===== config.mk =====
export PLATFORM = sky130hd
export DESIGN_NAME = shallow_fifo_wr_arbiter
export DESIGN_NICKNAME = d
export VERILOG_FILES = /design/src/rtl/shallow_fifo_wr_arbiter.sv
export SDC_FILE = /design/constraint.sdc
export NUM_CORES = 1
export LEC_CHECK = 0
export CAP_MARGIN = 20
export CORE_MARGIN = 2
export CORE_UTILIZATION = 36
export CTS_BUF_LIST = sky130_fd_sc_hd__clkbuf_4
export DETAILED_ROUTE_END_ITERATION = 8
export PLACE_DENSITY = 0.87
export SLEW_MARGIN = 20
export SYNTH_ARGS = -nofsm -noshare
export SYNTH_HDL_FRONTEND = slang
export SYNTH_SLANG_ARGS = --single-unit

===== constraint.sdc =====
create_clock -name clk -period 5.4 [get_ports clk]
set_input_delay 1.35 -clock clk [delete_from_list [all_inputs] [get_ports clk]]
set_output_delay 1.35 -clock clk [all_outputs]
set_load 0.01 [all_outputs]

===== src/rtl/shallow_fifo_wr_arbiter.sv =====
// ---------------------------------------------------------------------------
// shallow_fifo_wr_arbiter
// Round-robin arbiter sharing one FIFO write port between NUM_REQ
// valid/ready requesters. A grant is held for one burst of up to MAX_BURST
// beats, or until the granted requester flags req_last. New grants are held
// off while the FIFO reports prog_full or full. Individual beats are stalled
// only by full.
//
// Ports
//   clk, rst_n      clock (rising edge), asynchronous active-low reset
//   req_valid       per-requester beat valid
//   req_data        requester i data at [i*DATA_WIDTH +: DATA_WIDTH]
//   req_last        per-requester final-beat marker
//   req_ready       per-requester ready; only the granted bit can be high
//   fifo_wr_en      FIFO write strobe (combinational from the accepted beat)
//   fifo_wr_data    FIFO write data (granted requester's slice)
//   fifo_full       FIFO full, stalls beats
//   fifo_prog_full  FIFO programmable-full, blocks new grants
//   grant_active    a burst grant is currently held
//   grant_id        index of the current or most recent grant
// ---------------------------------------------------------------------------
module shallow_fifo_wr_arbiter #(
  parameter int NUM_REQ    = 4,
  parameter int DATA_WIDTH = 8,
  parameter int MAX_BURST  = 4
) (
  input  logic                          clk,
  input  logic                          rst_n,
  input  logic [NUM_REQ-1:0]            req_valid,
  input  logic [NUM_REQ*DATA_WIDTH-1:0] req_data,
  input  logic [NUM_REQ-1:0]            req_last,
  output logic [NUM_REQ-1:0]            req_ready,
  output logic                          fifo_wr_en,
  output logic [DATA_WIDTH-1:0]         fifo_wr_data,
  input  logic                          fifo_full,
  input  logic                          fifo_prog_full,
  output logic                          grant_active,
  output logic [$clog2(NUM_REQ)-1:0]    grant_id
);

  localparam int ID_W  = $clog2(NUM_REQ);
  localparam int CNT_W = $clog2(MAX_BURST) + 1;

  typedef enum logic {
    IDLE  = 1'b0,
    BURST = 1'b1
  } state_e;

  state_e           state_q, state_d;
  logic [ID_W-1:0]  last_grant_q, last_grant_d;
  logic [ID_W-1:0]  grant_id_q, grant_id_d;
  logic [CNT_W-1:0] beat_cnt_q, beat_cnt_d;

  logic [ID_W-1:0]  sel;
  logic [ID_W-1:0]  idx;
  logic             beat;

  always_ff @(posedge clk or negedge rst_n) begin
    if (!rst_n) begin
      state_q      <= IDLE;
      last_grant_q <= ID_W'(NUM_REQ - 1);
      grant_id_q   <= ID_W'(NUM_REQ - 1);
      beat_cnt_q   <= '0;
    end else begin
      state_q      <= state_d;
      last_grant_q <= last_grant_d;
      grant_id_q   <= grant_id_d;
      beat_cnt_q   <= beat_cnt_d;
    end
  end

  always_comb begin
    state_d      = state_q;
    last_grant_d = last_grant_q;
    grant_id_d   = grant_id_q;
    beat_cnt_d   = beat_cnt_q;
    req_ready    = '0;
    beat         = 1'b0;
    sel          = last_grant_q;
    idx          = last_grant_q;

    // Scan from farthest to nearest so the nearest valid index after
    // last_grant is the one left in sel.
    for (int k = NUM_REQ; k >= 1; k--) begin
      idx = ID_W'((int'(last_grant_q) + k) % NUM_REQ);
      if (req_valid[idx]) begin
        sel = idx;
      end
    end

    case (state_q)
      IDLE: begin
        if ((|req_valid) && !fifo_prog_full && !fifo_full) begin
          grant_id_d = sel;
          beat_cnt_d = '0;
          state_d    = BURST;
        end
      end
      BURST: begin
        req_ready[grant_id_q] = !fifo_full;
        beat = req_valid[grant_id_q] & !fifo_full;
        if (beat) begin
          beat_cnt_d = beat_cnt_q + 1'b1;
          if (req_last[grant_id_q] || (beat_cnt_q == CNT_W'(MAX_BURST - 1))) begin
            // Pointer advances only on completion; idle cycle follows.
            last_grant_d = grant_id_q;
            beat_cnt_d   = '0;
            state_d      = IDLE;
          end
        end
      end
      default: state_d = IDLE;
    endcase
  end

  assign fifo_wr_en   = beat;
  assign fifo_wr_data = req_data[grant_id_q*DATA_WIDTH +: DATA_WIDTH];
  assign grant_active = (state_q == BURST);
  assign grant_id     = grant_id_q;

endmodule


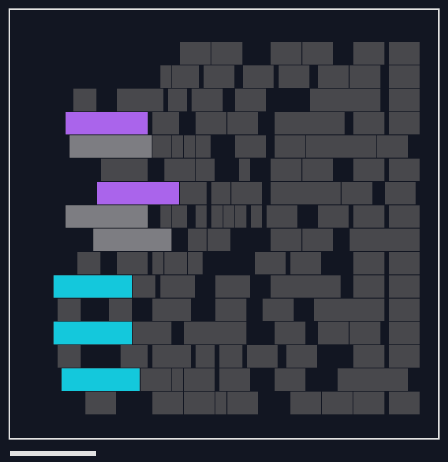
**Above:** register map, names as in the netlist.
Scale bar: 10 um. Other sequential cells in the stronger grey, the rest of the logic in the fainter grey.
beat_cnt_q: marked cyan, sequential cells 3. grant_id: marked purple, sequential cells 2.
Another 3 sequential cells are not coloured.
sequential standard cell area: 205 um^2
sequential cell power: 0.162 mW
final core area utilization: 70.3%

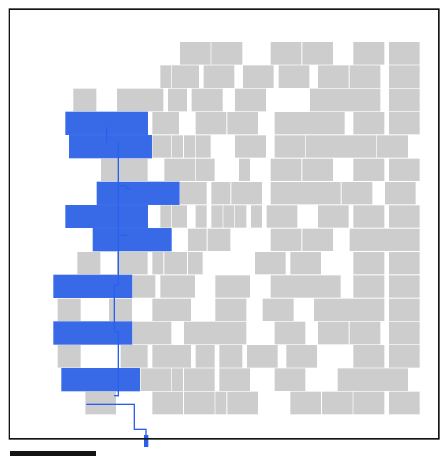
**Above:** wires at chosen ports, followed through buffers.
Scale bar: 10 um.
rst_n: marked blue, bits 1, direction input, edge bottom, end cells 8, buffers 1, wire 45.8 um.
Boundary Pins: 60
Buffers on Ports: 59

==> flow_results.xml <==
<?xml version="1.0" encoding="UTF-8"?>
<metrics>
  <group name="final_timing">
    <metric name="timing.hold.ws" unit="ns">0.479</metric>
    <metric name="final-max-slew-violation-count" unit="">0</metric>
    <metric name="period_minus_slack" unit="ns">4.36</metric>
    <metric name="final_min_period_over_clock_period" unit="%">80.7</metric>
  </group>
  <group name="setup_path">
    <metric name="worstReg2RegEnd" unit="">beat_cnt_q[0]</metric>
    <metric name="crit_path_end" unit="">fifo_wr_en</metric>
    <metric name="worstPathRequired" unit="ns">4.05</metric>
    <metric name="worst_path_class_setup" unit="">primary input to output port</metric>
    <metric name="cp_num_cells" unit="">4</metric>
    <metric name="r2r_cells" unit="">4</metric>
    <metric name="critPathMaxStageDelay" unit="ns">0.58</metric>
    <metric name="reg2reg_slack" unit="ns">3.58</metric>
    <metric name="timing.rr.start" unit="">grant_id[1]</metric>
    <metric name="path_buffers" unit="">2</metric>
    <metric name="cpMostUsedCell" unit="">clkdlybuf4s50_1</metric>
    <metric name="worst-endpoint-arrival" unit="ns">3.01</metric>
    <metric name="timing.critical_path.slowest_stage_cell" unit="">clkdlybuf4s50_1</metric>
  </group>
  <group name="power">
    <metric name="sw_frac_of_total" unit="%">35.4</metric>
    <metric name="cellLeakagePower" unit="nW">0.567</metric>
    <metric name="total_power" unit="mW">0.572</metric>
    <metric name="top_consumer" unit="">combinational logic</metric>
    <metric name="power.density" unit="mW/mm^2">411</metric>
    <metric name="seqPwrFrac" unit="%">28.3</metric>
    <metric name="peakVddDrop" unit="V">0.000328</metric>
    <metric name="cell_internal_pwr" unit="mW">0.369</metric>
    <metric name="pwr-share-comb" unit="%">62.7</metric>
    <metric name="combinationalPower" unit="mW">0.359</metric>
  </group>
  <group name="synthesis">
    <metric name="cell_type_with_the_highest_aggregate_area_in_the_netlist" unit="">mux4_2</metric>
    <metric name="yosysCellCount" unit="">66</metric>
    <metric name="yosys-dominant-comb-family" unit="">multiplexers</metric>
    <metric name="synth-seq-area-share" unit="%">27.0</metric>
    <metric name="mux_area_share" unit="%">35.6</metric>
    <metric name="syn_area" unit="um^2">759</metric>
    <metric name="post_synth_inst_count" unit="">66</metric>
    <metric name="synthXorXnorAreaFrac" unit="%">0</metric>
    <metric name="synthesis.nets" unit="">112</metric>
    <metric name="synth.cellmix.simpleShare" unit="%">17.0</metric>
    <metric name="aoi_share" unit="%">13.0</metric>
    <metric name="synth_area_per_cell" unit="um^2">11.5</metric>
    <metric name="ys_top_cells_by_area" unit="">mux4_2, dfstp_2, dfrtp_1, mux2i_1, nor2_1</metric>
    <metric name="synth.yosys.chip_area" unit="um^2">759</metric>
  </group>
  <group name="final_layout">
    <metric name="layout.area.comb" unit="um^2">523</metric>
    <metric name="comb-cell-share" unit="%">37.5</metric>
    <metric name="non_clock_inverter_count" unit="">3</metric>
    <metric name="areaGrowthSynthToFinish" unit="%">83.5</metric>
    <metric name="post_route_cells_drive_above_1_share" unit="%">16.8</metric>
    <metric name="clkCellAreaFrac" unit="%">2.15</metric>
    <metric name="n_clock_buffer" unit="">4</metric>
    <metric name="postLayoutCellArea" unit="mm^2">0.00139</metric>
    <metric name="layout_net_count" unit="">172</metric>
    <metric name="most_common_logic_cells_in_the_final_layout" unit="">clkdlybuf4s50_1, nor2_1, mux4_2</metric>
    <metric name="seq_cells" unit="">8</metric>
    <metric name="layout.comb_gates.multi_input" unit="">51</metric>
    <metric name="largest_reg_flops" unit="">3</metric>
    <metric name="antennaDiodeCount" unit="">0</metric>
    <metric name="layout.filler_cells" unit="">146</metric>
    <metric name="largest_cell_class" unit="">buffers</metric>
  </group>
  <group name="floorplan">
    <metric name="die_width" unit="um">49.9</metric>
    <metric name="core_region_area" unit="mm^2">0.00198</metric>
    <metric name="tap-cell-count" unit="">27</metric>
    <metric name="dieArea" unit="mm^2">0.00249</metric>
    <metric name="number_of_placement_rows" unit="">16</metric>
  </group>
  <group name="placement">
    <metric name="numPlacedInstances" unit="">148</metric>
    <metric name="post-place-ws" unit="ns">1.03</metric>
    <metric name="place_area" unit="mm^2">0.00136</metric>
    <metric name="place.gp.congestion" unit="">0.767</metric>
  </group>
  <group name="clock_network">
    <metric name="clock_sink_count" unit="">8</metric>
    <metric name="cts_repair_resize_count" unit="">0</metric>
    <metric name="cts_htree_levels" unit="">1</metric>
    <metric name="clock_path_buffers" unit="">2</metric>
    <metric name="cts_root_buf" unit="">clkbuf_4</metric>
    <metric name="cts.reportedPaths.clkPinSlew" unit="ns">0.05</metric>
    <metric name="post_cts_setup_bufs" unit="">0</metric>
    <metric name="clock.latency.late_pin" unit="ns">0.25</metric>
  </group>
  <group name="global_routing">
    <metric name="grt_overflow" unit="">0</metric>
    <metric name="grt_first_pass_wirelength" unit="um">3680</metric>
    <metric name="global_route_layer_with_the_greatest_usage" unit="">met2</metric>
    <metric name="largest_net_degree_at_the_start_of_global_routing" unit="">18</metric>
    <metric name="groute.layer.met2.usage" unit="%">38.4</metric>
    <metric name="grt_pass1_vias" unit="">839</metric>
    <metric name="grt_met1_usage" unit="%">19.5</metric>
  </group>
  <group name="routing">
    <metric name="vias" unit="">789</metric>
    <metric name="detail_routed_via_count_per_cell" unit="">5.19</metric>
    <metric name="drt_drc_violations_left" unit="">0</metric>
  </group>
  <group name="outcome">
    <metric name="status" unit="">completed</metric>
  </group>
  <group name="worst_hold_path">
    <metric name="worstHoldStart" unit="">beat_cnt_q[1]</metric>
    <metric name="min_delay_worst_endpoint" unit="">beat_cnt_q[1]</metric>
  </group>
  <group name="job">
    <metric name="warning_count" unit="">26</metric>
  </group>
</metrics>
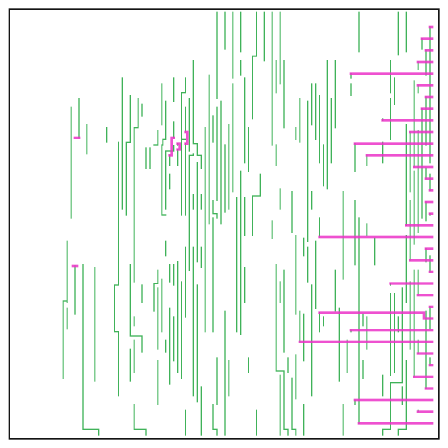
**Above:** wiring by layer.
Only two layers are drawn.
met3: marked magenta, wire length 140 um. met2: marked green, wire length 1,240 um.
average routed wire per standard cell: 15.1 um
Total Routing Usage GR: 19.6%
Routed WL: 2290 um

layer usage:
| layer | up-vias | routed length (um) |
|---|---|---|
| met5 | - | 0 |
| met3 | 2 | 139 |
| met2 | 43 | 1240 |
| met4 | 0 | 14 |
| met1 | 366 | 892 |
| li1 | 378 | - |
Yosys cell counts:
cell	n
nor4_1	2
or3_1	1
mux2i_1	6
dfstp_2	4
or3b_1	1
dfrtp_1	4
buf_2	1
a21o_1	2
o21a_1	1
mux2_4	2
or3b_4	1
and4b_1	1
nor2b_1	1
o21ai_0	1
nand3b_1	1
nor2_1	9
a31o_1	1
a31oi_1	2
a22oi_1	1
o22ai_4	1
a2bb2oi_1	1
o22a_1	1
a21oi_1	1
clkbuf_1	2
ha_1	2
nor3_1	1
buf_4	1
nand2_1	1
inv_1	3
nand2_4	1
and4bb_1	1
mux4_2	8
No activity file was given, so power comes from the tool's default toggle rates.
